## src/rtl/register_bank_pkg.sv

```systemverilog
// Purpose: shared state encoding and default widths for the register bank, datapath and ALU.
// Latency: n/a (types and constants only).
// Backpressure: n/a.
package register_bank_pkg;

    localparam int DEF_DATA_W = 8;
    localparam int DEF_ADDR_W = 3;

    typedef enum logic {
        IDLE  = 1'b0,
        CLEAR = 1'b1
    } state_t;

endpackage

```

## src/rtl/register_bank_clear_fsm.sv

```systemverilog
// Purpose: sequences a whole-bank clear, one entry per cycle, with busy and a done pulse.
// Latency: busy rises 1 cycle after clear_all; 2**ADDR_W busy cycles; clear_done on the next cycle.
// Backpressure: none; clear_all is sampled only in IDLE, so requests during a clear are ignored.
module register_bank_clear_fsm
    import register_bank_pkg::*;
#(
    parameter int ADDR_W = DEF_ADDR_W
) (
    input  logic              clk,
    input  logic              reset,
    input  logic              clear_all,
    output logic              busy,
    output logic              clear_done,
    output logic              clear_we,
    output logic [ADDR_W-1:0] clear_addr
);

    localparam logic [ADDR_W-1:0] LAST_ADDR = {ADDR_W{1'b1}};

    state_t            r_state;
    state_t            w_state_nxt;
    logic [ADDR_W-1:0] r_cnt;
    logic [ADDR_W-1:0] w_cnt_nxt;
    logic              r_done;
    logic              w_done_nxt;

    // State, counter and done-pulse registers; reset aborts any clear in progress silently.
    always_ff @(posedge clk or posedge reset) begin
        if (reset) begin
            r_state <= IDLE;
            r_cnt   <= '0;
            r_done  <= 1'b0;
        end else begin
            r_state <= w_state_nxt;
            r_cnt   <= w_cnt_nxt;
            r_done  <= w_done_nxt;
        end
    end

    // Next-state logic: the last entry is detected by explicit compare, so the counter never needs a wrap bit.
    always_comb begin
        w_state_nxt = r_state;
        w_cnt_nxt   = r_cnt;
        w_done_nxt  = 1'b0;
        case (r_state)
            IDLE: begin
                if (clear_all) begin
                    w_state_nxt = CLEAR;
                    w_cnt_nxt   = '0;
                end
            end
            CLEAR: begin
                if (r_cnt == LAST_ADDR) begin
                    w_state_nxt = IDLE;
                    w_cnt_nxt   = '0;
                    w_done_nxt  = 1'b1;
                end else begin
                    w_cnt_nxt = r_cnt + ADDR_W'(1);
                end
            end
            default: begin
                w_state_nxt = IDLE;
                w_cnt_nxt   = '0;
            end
        endcase
    end

    assign busy       = (r_state == CLEAR);
    assign clear_we   = busy;
    assign clear_addr = r_cnt;
    assign clear_done = r_done;

endmodule

```

## src/rtl/register_bank.sv

```systemverilog
// Purpose: 2**ADDR_W x DATA_W register file, one sync write port, two async read ports, optional bypass/zero reg.
// Latency: writes land on the next edge; reads are combinational (same cycle with BYPASS=1).
// Backpressure: none; load/clr during a sequenced clear are dropped, busy flags that window.
module register_bank
    import register_bank_pkg::*;
#(
    parameter int DATA_W   = DEF_DATA_W,
    parameter int ADDR_W   = DEF_ADDR_W,
    parameter int BYPASS   = 1,
    parameter int ZERO_REG = 0
) (
    input  logic              clk,
    input  logic              reset,
    input  logic              load,
    input  logic [ADDR_W-1:0] wr_addr,
    input  logic [DATA_W-1:0] wr_data,
    input  logic              clr,
    input  logic [ADDR_W-1:0] clr_addr,
    input  logic              clear_all,
    input  logic [ADDR_W-1:0] rd_addr_a,
    output logic [DATA_W-1:0] rd_data_a,
    input  logic [ADDR_W-1:0] rd_addr_b,
    output logic [DATA_W-1:0] rd_data_b,
    output logic              busy,
    output logic              clear_done
);

    localparam int DEPTH = 1 << ADDR_W;

    logic [DATA_W-1:0] r_mem [DEPTH];

    logic              w_busy;
    logic              w_clear_we;
    logic [ADDR_W-1:0] w_clear_addr;
    logic              w_wr_en;
    logic              w_clr_en;
    logic              w_clr_hits_wr;

    register_bank_clear_fsm #(
        .ADDR_W (ADDR_W)
    ) u_clear_fsm (
        .clk        (clk),
        .reset      (reset),
        .clear_all  (clear_all),
        .busy       (w_busy),
        .clear_done (clear_done),
        .clear_we   (w_clear_we),
        .clear_addr (w_clear_addr)
    );

    // Writes to entry 0 are dropped when it is hard-wired, so it stays at its reset value of 0.
    assign w_wr_en       = load && !w_busy && !((ZERO_REG != 0) && (wr_addr == '0));
    assign w_clr_en      = clr && !w_busy;
    assign w_clr_hits_wr = w_clr_en && (clr_addr == wr_addr);

    // Storage update: sequenced clear owns the array while busy; otherwise clr is applied after load so it wins a collision.
    always_ff @(posedge clk or posedge reset) begin
        if (reset) begin
            for (int i = 0; i < DEPTH; i++) begin
                r_mem[i] <= '0;
            end
        end else if (w_clear_we) begin
            r_mem[w_clear_addr] <= '0;
        end else begin
            if (w_wr_en) begin
                r_mem[wr_addr] <= wr_data;
            end
            if (w_clr_en) begin
                r_mem[clr_addr] <= '0;
            end
        end
    end

    // One read port: stored value, then bypass, then zero-reg, then the whole-clear mask, in rising priority.
    function automatic logic [DATA_W-1:0] read_port(input logic [ADDR_W-1:0] addr);
        logic [DATA_W-1:0] v;
        v = r_mem[addr];
        if ((BYPASS != 0) && load && (wr_addr == addr)) begin
            v = w_clr_hits_wr ? '0 : wr_data;
        end
        if ((ZERO_REG != 0) && (addr == '0)) begin
            v = '0;
        end
        if (w_busy) begin
            v = '0;
        end
        return v;
    endfunction

    // Port A read mux.
    always_comb begin
        rd_data_a = read_port(rd_addr_a);
    end

    // Port B read mux.
    always_comb begin
        rd_data_b = read_port(rd_addr_b);
    end

    assign busy = w_busy;

endmodule

```

## config.mk

```make
export PLATFORM = sky130hd
export DESIGN_NAME = register_bank
export DESIGN_NICKNAME = d
export VERILOG_FILES = /design/src/rtl/register_bank_pkg.sv /design/src/rtl/register_bank_clear_fsm.sv /design/src/rtl/register_bank.sv
export SDC_FILE = /design/constraint.sdc
export NUM_CORES = 1
export LEC_CHECK = 0
export CAP_MARGIN = 20
export CORE_ASPECT_RATIO = 1.4
export CORE_UTILIZATION = 45
export CTS_CLUSTER_SIZE = 20
export DETAILED_ROUTE_END_ITERATION = 12
export HOLD_SLACK_MARGIN = 0.1
export PLACE_DENSITY = 0.63
export SYNTH_ARGS = -nofsm -noshare
export SYNTH_HDL_FRONTEND = slang
export SYNTH_HIERARCHICAL = 1
export SYNTH_SLANG_ARGS = --single-unit
```

## constraint.sdc

```tcl
create_clock -name clk -period 5.25 [get_ports clk]
set_input_delay 1.05 -clock clk [delete_from_list [all_inputs] [get_ports clk]]
set_output_delay 1.05 -clock clk [all_outputs]
set_load 0.02 [all_outputs]
```

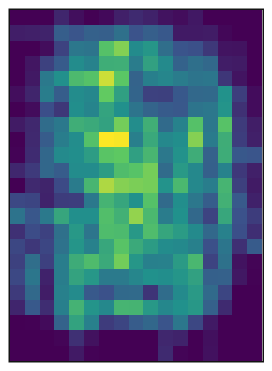
**Above:** run 1 (wiring heat map).
Drawn at 3 px/um. 17 x 23 tiles, from dark purple (low) to yellow (high), scaled to the fullest tile. Values are wire area over tile area, all layers added.
15% of the tiles are nearly empty. 23% of the tiles are over half the peak. The mean over all tiles is 0.20. The fullest tile reaches 0.61. The densest ninth of the die: center.

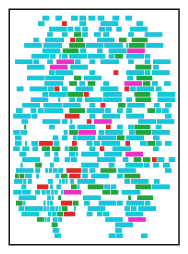
**Above:** run 1 (cells by drive strength).
Drawn at 2 px/um.
Key: red = drive 3 to 4 [cells 20, most used buf_4]; magenta = drive 6 and up [cells 9, most used clkbuf_16]; cyan = drive 1 or less [cells 275, most used a22o_1]; green = drive 2 [cells 51, most used mux4_2]

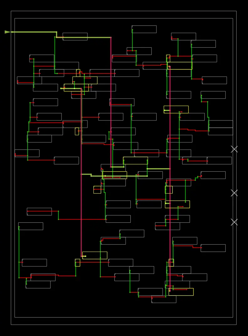
**Above:** run 1 (clock wiring as the flow saved it).
Clock Buffer Count: 12
number of sinks handled by clock tree synthesis: 69
number of buffers inserted during clock tree synthesis: 9
clock group total power: 0.550 mW
count of flip-flops and latches: 69

==> run summary, run 1 <==
Figures from the implementation reports.

- The flow ran to the end, but the final reports show violations.
- The checks that failed: DRC.
- The startpoint of the tightest hold check path is r_mem[41].
- The root buffer selected by CTS reads sky130_fd_sc_hd__clkbuf_16.
- The critical path capture point type is an output pin.
- The average wire per standard cell reads 25.83 um.
- The critical path's most frequent cell is sky130_fd_sc_hd__clkdlybuf4s50_1.
- The worst min-delay path category reads register to register.
- For this run, design rule violations remaining after detail routing come to 6.
- The number of standard cells reported by yosys is 311.
- The final weighted congestion in routability-driven placement is 0.8245.
- The area added between synthesis and finish is 17.20%.
- Once iteration 0 of detailed routing completed, the report listed 255 DRC markers.
- The slew at the pin with the worst max-slew slack is 1106 ps.
- The residual overflow from global routing is 0.
- The max-slew violation count is 0.
- The I/O pin total is 43.
- The count of endpoints failing hold in the final timing report is 0.
- For hold timing, the worst endpoint is r_mem[41].
- The initial antenna violation count is 0.
- The worst path needs 4711 ps of the cycle, external delays included.
- The synthesized netlist contains 40 unique library cells.
- The buffers inserted during post-CTS setup optimization is 0.
- Per the synth log, the flip-flop and latch total comes to 69.
- Yosys printed 6 warnings.
- The area of the die reads 0.009841 mm2.
- The first-pass detailed-route iteration total is 9.
- The worst hold path depth reads 1.
- In the layout the commonest cells are 81 x sky130_fd_sc_hd__a22o_1, 69 x sky130_fd_sc_hd__dfrtp_1, 42 x sky130_fd_sc_hd__clkdlybuf4s50_1, 17 x sky130_fd_sc_hd__mux4_2, 16 x sky130_fd_sc_hd__mux2_2.
- The area of the synthesized netlist per yosys stat is 0.004249 mm2.
- The setup clock skew after layout reads 4.150 ps.
- The completed layout was analyzed and its total power is 1.748 mW.
- The number of inserted diodes is 0.
- For the worst setup path, the data arrival time is 3660 ps.
- Derived from the worst setup path, the maximum achievable clock frequency is 212.3 MHz.
- The clock latency reported for the late side of the worst-skew pair is 340 ps.
- The cell area after synthesis is 0.004249 mm2.
- Looking at the VDD voltage map, the peak drop is 304.2 uV.
- The number of nets produced by synthesis reads 339.
- The clock transition at the registers of the reported paths is 50 ps.
- The layout summary lists the proportion of cells stronger than drive strength 1 as 0.2254.
- Per the synthesis report, the adder-cell share of the synthesized area is 0.008834.
- The most frequent logic cell in the layout reads sky130_fd_sc_hd__a22o_1.
- The post-synthesis mux area share is 0.2253.
- The internal reg-to-reg setup slack is 2580 ps.
- The stage-log warning count reads 27.
- The global router's overall resource usage reads 0.2640.
- In the routed layout, each cell is associated on average with a via count of 6.719.
- The initial utilization of the core area, before any placement, comes to 0.4680.
- The setup violation total in the final timing report is 0.
- Once the clock tree was built, the resizer swapped 0 gates to a different size.
- The kind of critical path is input port to output pin.
- The via count of the first global-routing pass came to 3,074.
- The layout net count reads 378.
- The post-cts hold buffer count is 0.
- The number of cells on the worst reg-to-reg path reads 4.
- The delay of the slowest critical-path stage is 610 ps.
- The signal on the critical path passes through clkdlybuf4s50_1 > xor2_1 > nor4_2 > nor4_4 > buf_4 > a22o_1 > clkdlybuf4s50_1.
- The CTS tree reads yes.
- STA lists the startpoint of the worst register-to-register path as u_clear_fsm/busy.
- Across all checked pins, the minimum headroom to the slew limit is 0.2575.
- The finished layout reports a core utilization of 0.5484.
- The clock passes through at most 2 buffers.
- For this block, the via count after detailed routing is 3,104.
- For this run the detailed placement stage logged an HPWL of 7.825 mm.
- The critical register-to-register path endpoint is r_mem[13].
- The die is 84.13 um wide.
- After floorplanning, the core was sized to cover 0.009080 mm2.
- The standby leakage power is 2.230 nW.
- The area share of xor/xnor cells in the synthesized design is 0.01855.
- At the worst endpoint, the required time is 4200 ps.
- The critical path maximum fanout is 8.
- The post-synthesis cell count reads 311.
- The share of synthesized cell area in and, or, nand and nor gates reads 0.08422.
- In the post-route report, total wirelength is listed as 11.94 mm.
- The standard-cell row count reads 41.
- The count of nets left with antenna violations once routing finished came out at 0.
- The startpoint kind of the worst setup timing path is an input port.
- Summed over all failing endpoints, the final setup total negative slack is 0 ps.
- The die is 117.0 um tall.
- The max-cap violation count is 0.
- The wire length of the first global-routing pass reads 18.46 mm.
- The cell at the slowest stage of the critical path reads sky130_fd_sc_hd__clkdlybuf4s50_1.
- The cell area after placement reads 0.004718 mm2.
[run 1: stage by stage]
step | std cells | hold slack (ps) | worst slack [ps]
final | 462 | 508.8 | 538.6
after global routing | 462 | 524.9 | 456.7
after CTS | 462 | 514.3 | 528.1
after detailed placement | 446 | 497.2 | 582.0
after global placement | 446 | 491.8 | 598.5
after floorplan | 311 | 471.2 | 1883
[run 1: critical path: cells and delay by family]
family,cells,cell delay [ps]
buffers and inverters,3,1360
AND/OR/NAND/NOR,2,750
XOR/XNOR,1,260
AND-OR/OR-AND,1,230
[run 1: kinds of logic (layout without fill, tap and decap cells)]
| logic type | count (synthesis) | count (layout) |
|---|---|---|
| AOI/OAI and AO/OA | 109 | 109 |
| xor gates and xnor gates | 9 | 9 |
| adders and majority gates | 3 | 3 |
| and+or+nand+nor | 44 | 44 |
| DFF | 69 | 69 |
| muxes | 48 | 48 |
| buffers and inverters | 29 | 73 |
[run 1: state kept, by name, indices dropped and copies added, names as in the netlist]
signal and cells:
u_clear_fsm/clear_addr 3, u_clear_fsm/busy 1, r_mem 64, u_clear_fsm/clear_done 1
[run 1: synthesized netlist by cell type (all sizes together)]
cell type  count  area [um2]
buf           22       156.4
o31ai          2       15.01
mux4          32       777.0
nor2          10       40.04
ha             3       37.54
nor3b          1       12.51
nand2          4       15.01
nor2b          5       31.28
xnor2          4       35.03
nor4           3       55.05
and3b          1       8.760
inv            4       15.01
and2           1       7.510
nand3b         2       27.53
a31oi          2       25.02
o21ai         15       86.33
dfrtp         69        1727
xor2           5       43.79
a21o           6       45.04
clkbuf         3       11.26
nor3           8       100.1
a22o          82       719.4
nand2b         7       43.79
a31o           2       17.52
and2b          1       7.510
mux2          16       180.2
or3b           1       8.760
[run 1: worst max-delay path by stage]
| stage | endpoint | start | slack [ps] |
|---|---|---|---|
| CTS | rd_data_b[6] | wr_addr[0] | 530 |
| detailed placement | rd_data_b[6] | wr_addr[0] | 580 |
| floorplan | rd_data_a[0] | rd_addr_a[1] | 1880 |
| global placement | rd_data_b[6] | wr_addr[0] | 600 |
| finish | rd_data_b[5] | wr_addr[0] | 540 |
| global route | rd_data_b[5] | wr_addr[0] | 460 |
[run 1: layer usage]
layer,GRT usage,routed length [um],vias to the layer above
li1,-,-,1347
met1,0.3296,4758,1609
met2,0.4328,5959,110
met5,0,0,-
met3,0.03366,614,38
met4,0.1851,602,0
[run 1: power by group]
part / internal (mW) / switching [mW]
logic: 0.186 / 0.382
clock network: 0.318 / 0.231
registers: 0.565 / 0.0651
total: 1.07 / 0.679
[run 1: layout make-up]
type | count | area, um2
Clock inverter | 4 | 25.02
Multi-Input combinational cell | 213 | 2340
Inverter | 4 | 15.01
Fill cell | 778 | 4100
Timing Repair Buffer | 53 | 503.0
Sequential cell | 69 | 1727
Tap cell | 107 | 133.9
Clock buffer | 12 | 236.5
**Run 1: the metal 3 layer**

Drawn at 3 px/um. Cells faint in the background.
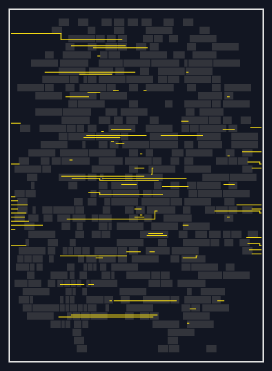

## Run 2: what changed since run 1
- CORE_MARGIN: unset -> 4
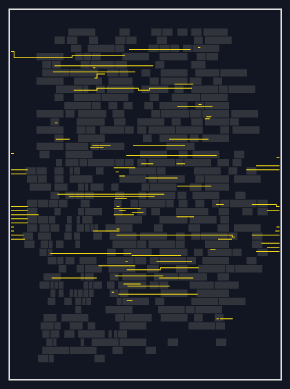
**Above:** run 2 (the metal 3 layer).
Drawn at 3 px/um. Cells faint in the background.
The longest straight run is 38.4 um. 55 nets have wire on it. The layer carries 744 um of wire. The layer holds 6.1% of the routed length.

==> run 2 against run 1 <==
The flow now finishes without violations. Utilization up 0.47 points. Clock power up about 20%. Clock skew about the same. Global-route usage down 3.1 points. Critical endpoint is now rd_data_b[4].
==> run summary, run 2 <==
Figures from the implementation reports.

- The worst hold path terminates at r_mem[42].
- The antenna violation net count after detailed routing is 0.
- The layout summary lists the proportion of cells stronger than drive strength 1 as 0.2360.
- The layout net count reads 379.
- The most critical min-delay path falls under register to register.
- The clock reaches the later pin of the worst-skew pair after 330 ps.
- The global router's overall resource usage is 0.2326.
- Synthesis inferred 69 register bits.
- The critical path capture point type reads an output pin.
- The flow ran to the end, and the final reports show no timing, DRC or antenna violations.
- Warnings reported by Yosys during synthesis add up to 6.
- Per the timing report, the most critical flop-to-flop path finishes at r_mem[16].
- The tool flagged a number of max-cap violations equal to 0.
- The number of cells on the worst reg-to-reg path is 4.
- The final weighted congestion in routability-driven placement reads 0.7866.
- The final HPWL from detailed placement is 7.792 mm.
- The prevailing post-synth register cell is sky130_fd_sc_hd__dfrtp_1.
- The largest fanout on the critical path reads 8.
- The area share of xor/xnor cells in the synthesized design is 0.01855.
- The average vias per placed instance reads 6.687.
- The data required time reported for the critical path is 4200 ps.
- Post-CTS repair changed the size of 0 cells.
- The CTS tree is yes.
- The first-pass detailed-route iteration total is 5.
- The post-cts hold buffer count reads 0.
- The count of endpoints failing hold in the final timing report reads 0.
- The area added between synthesis and finish reads 18.88%.
- The routed layout has 3,096 vias.
- The stage-log warning count is 27.
- Counting instances in the post-synthesis netlist gives the leading cell types as 81 x sky130_fd_sc_hd__a22o_1, 69 x sky130_fd_sc_hd__dfrtp_1, 17 x sky130_fd_sc_hd__mux4_2.
- The launch point of the worst register-to-register path is recorded as u_clear_fsm/busy.
- The area of the synthesized netlist per yosys stat reads 0.004249 mm2.
- The initial antenna violation count is 0.
- The number of buffers created by CTS reads 9.
- The clock transition at the registers of the reported paths reads 50 ps.
- The synthesis report gives the async set-or-reset register share as 1.000.
- The floorplan step set the die width to 90.13 um.
- Per the detail_route report, DRC violations left total 0.
- Ranked by total cell area, the synthesized netlist is headed by sky130_fd_sc_hd__dfrtp_1 41%, sky130_fd_sc_hd__a22o_1 17%, sky130_fd_sc_hd__mux4_1 9.3%, sky130_fd_sc_hd__mux4_2 9.0%, sky130_fd_sc_hd__mux2_2 4.2%.
- The delay of the slowest critical-path stage is 570 ps.
- The cell-mix breakdown from Yosys lists the simple-gate area share as 0.08422.
- The core occupancy in the finished layout is 0.5532.
- The first global-routing pass estimated 19.06 mm of wire.
- The clock sink count reads 69.
- The number of design-rule violations left by the first detailed-router iteration reads 283.
- The start point of the critical path reads wr_addr[0].
- Headroom to the max-slew limit came out at 0.2614.
- The buffers inserted during post-CTS setup optimization reads 0.
- The post-synth tally of flip-flops with integrated enable is 0.
- The area fraction in full adders, half adders and majority gates reads 0.008834.
- The setup clock skew after layout reads 3.728 ps.
- The height of the chip reads 123.0 um.
- Per the synthesis report, the number of distinct cell types is 40.
- Leaving out fill and tap cells, the most frequent cell in the layout is sky130_fd_sc_hd__a22o_1.
- In the final report, the number of pins over their slew limit comes to 0.
- The cell accounting for the most synthesized area reads sky130_fd_sc_hd__dfrtp_1.
- The number of nets in the synthesized netlist is 339.
- The worst-case IR drop observed on VDD is 247.5 uV.
- Along the worst hold path, the cell count comes to 1.
- The arrival time at the worst endpoint is 3520 ps.
- The slowest stage of the critical path belongs to the cell sky130_fd_sc_hd__clkdlybuf4s50_1.
- The residual overflow from global routing is 0.
- The clock tree buffer depth reads 2.
- The startpoint kind of the worst setup timing path is an input port.
- The register with the most flip-flops reads r_mem.
- The post-synthesis mux area share is 0.2253.
- The area of the die reads 0.01108 mm2.
- The final-layout setup total negative slack is 0 ps.
- The root buffer selected by CTS is sky130_fd_sc_hd__clkbuf_16.
- The setup violation total in the final timing report is 0.
[run 2: metal layers]
layer,track usage,wire [um]
met1,0.2800,4837
met2,0.4077,6210
met3,0.04017,744
met4,0.1130,382
met5,0,0
[run 2: through the flow]
stage          instances  total power [mW]  hold WS (ps)  worst slack (ps)
6_report             463             1.880         509.1             681.7
5_1_grt              463             1.956         530.6             557.9
4_1_cts              463             1.885         512.2             649.1
3_5_place_dp         447             1.222         497.1             647.2
3_3_place_gp         447             1.215         488.7             719.0
2_1_floorplan        311            0.9880         471.2              1883
[run 2: area by class of cell]
class / instances / area [um2]
clock buffer: 10 / 239.0
clock inverter: 6 / 86.33
fill: 759 / 4080
inverter: 4 / 15.01
multi-input combinational: 213 / 2340
sequential: 69 / 1727
tap: 107 / 133.9
timing repair buffer: 54 / 510.5
[run 2: cells by family after synthesis]
logic type,count (synthesis)
AOI/OAI and AO/OA,109
xor gates and xnor gates,9
DFF,69
muxes,48
adders and majority gates,3
and+or+nand+nor,44
buffers and inverters,29
[run 2: worst max path at each step]
| stage | cells past startpoint | slack (ps) | end |
|---|---|---|---|
| after floorplan | 5 | 1880 | rd_data_a[0] |
| after global placement | 7 | 720 | rd_data_b[5] |
| after detailed placement | 7 | 650 | rd_data_b[7] |
| after CTS | 7 | 650 | rd_data_b[7] |
| after global routing | 8 | 560 | rd_data_a[2] |
| final | 7 | 680 | rd_data_b[4] |
[run 2: report_power, final]
group / leakage, nW / switching [mW] / internal (mW) / total, mW
registers: 0.953 / 0.0667 / 0.565 / 0.632
clock network: 0.158 / 0.233 / 0.428 / 0.661
logic: 1.16 / 0.395 / 0.193 / 0.588
[run 2: worst max-delay path, delay by kind of cell]
family / cells / cell delay, ps
AOI/OAI and AO/OA: 1 / 250
xor gates and xnor gates: 1 / 240
buffers and inverters: 3 / 1300
and+or+nand+nor: 2 / 680
No activity file was given, so power comes from the tool's default toggle rates.
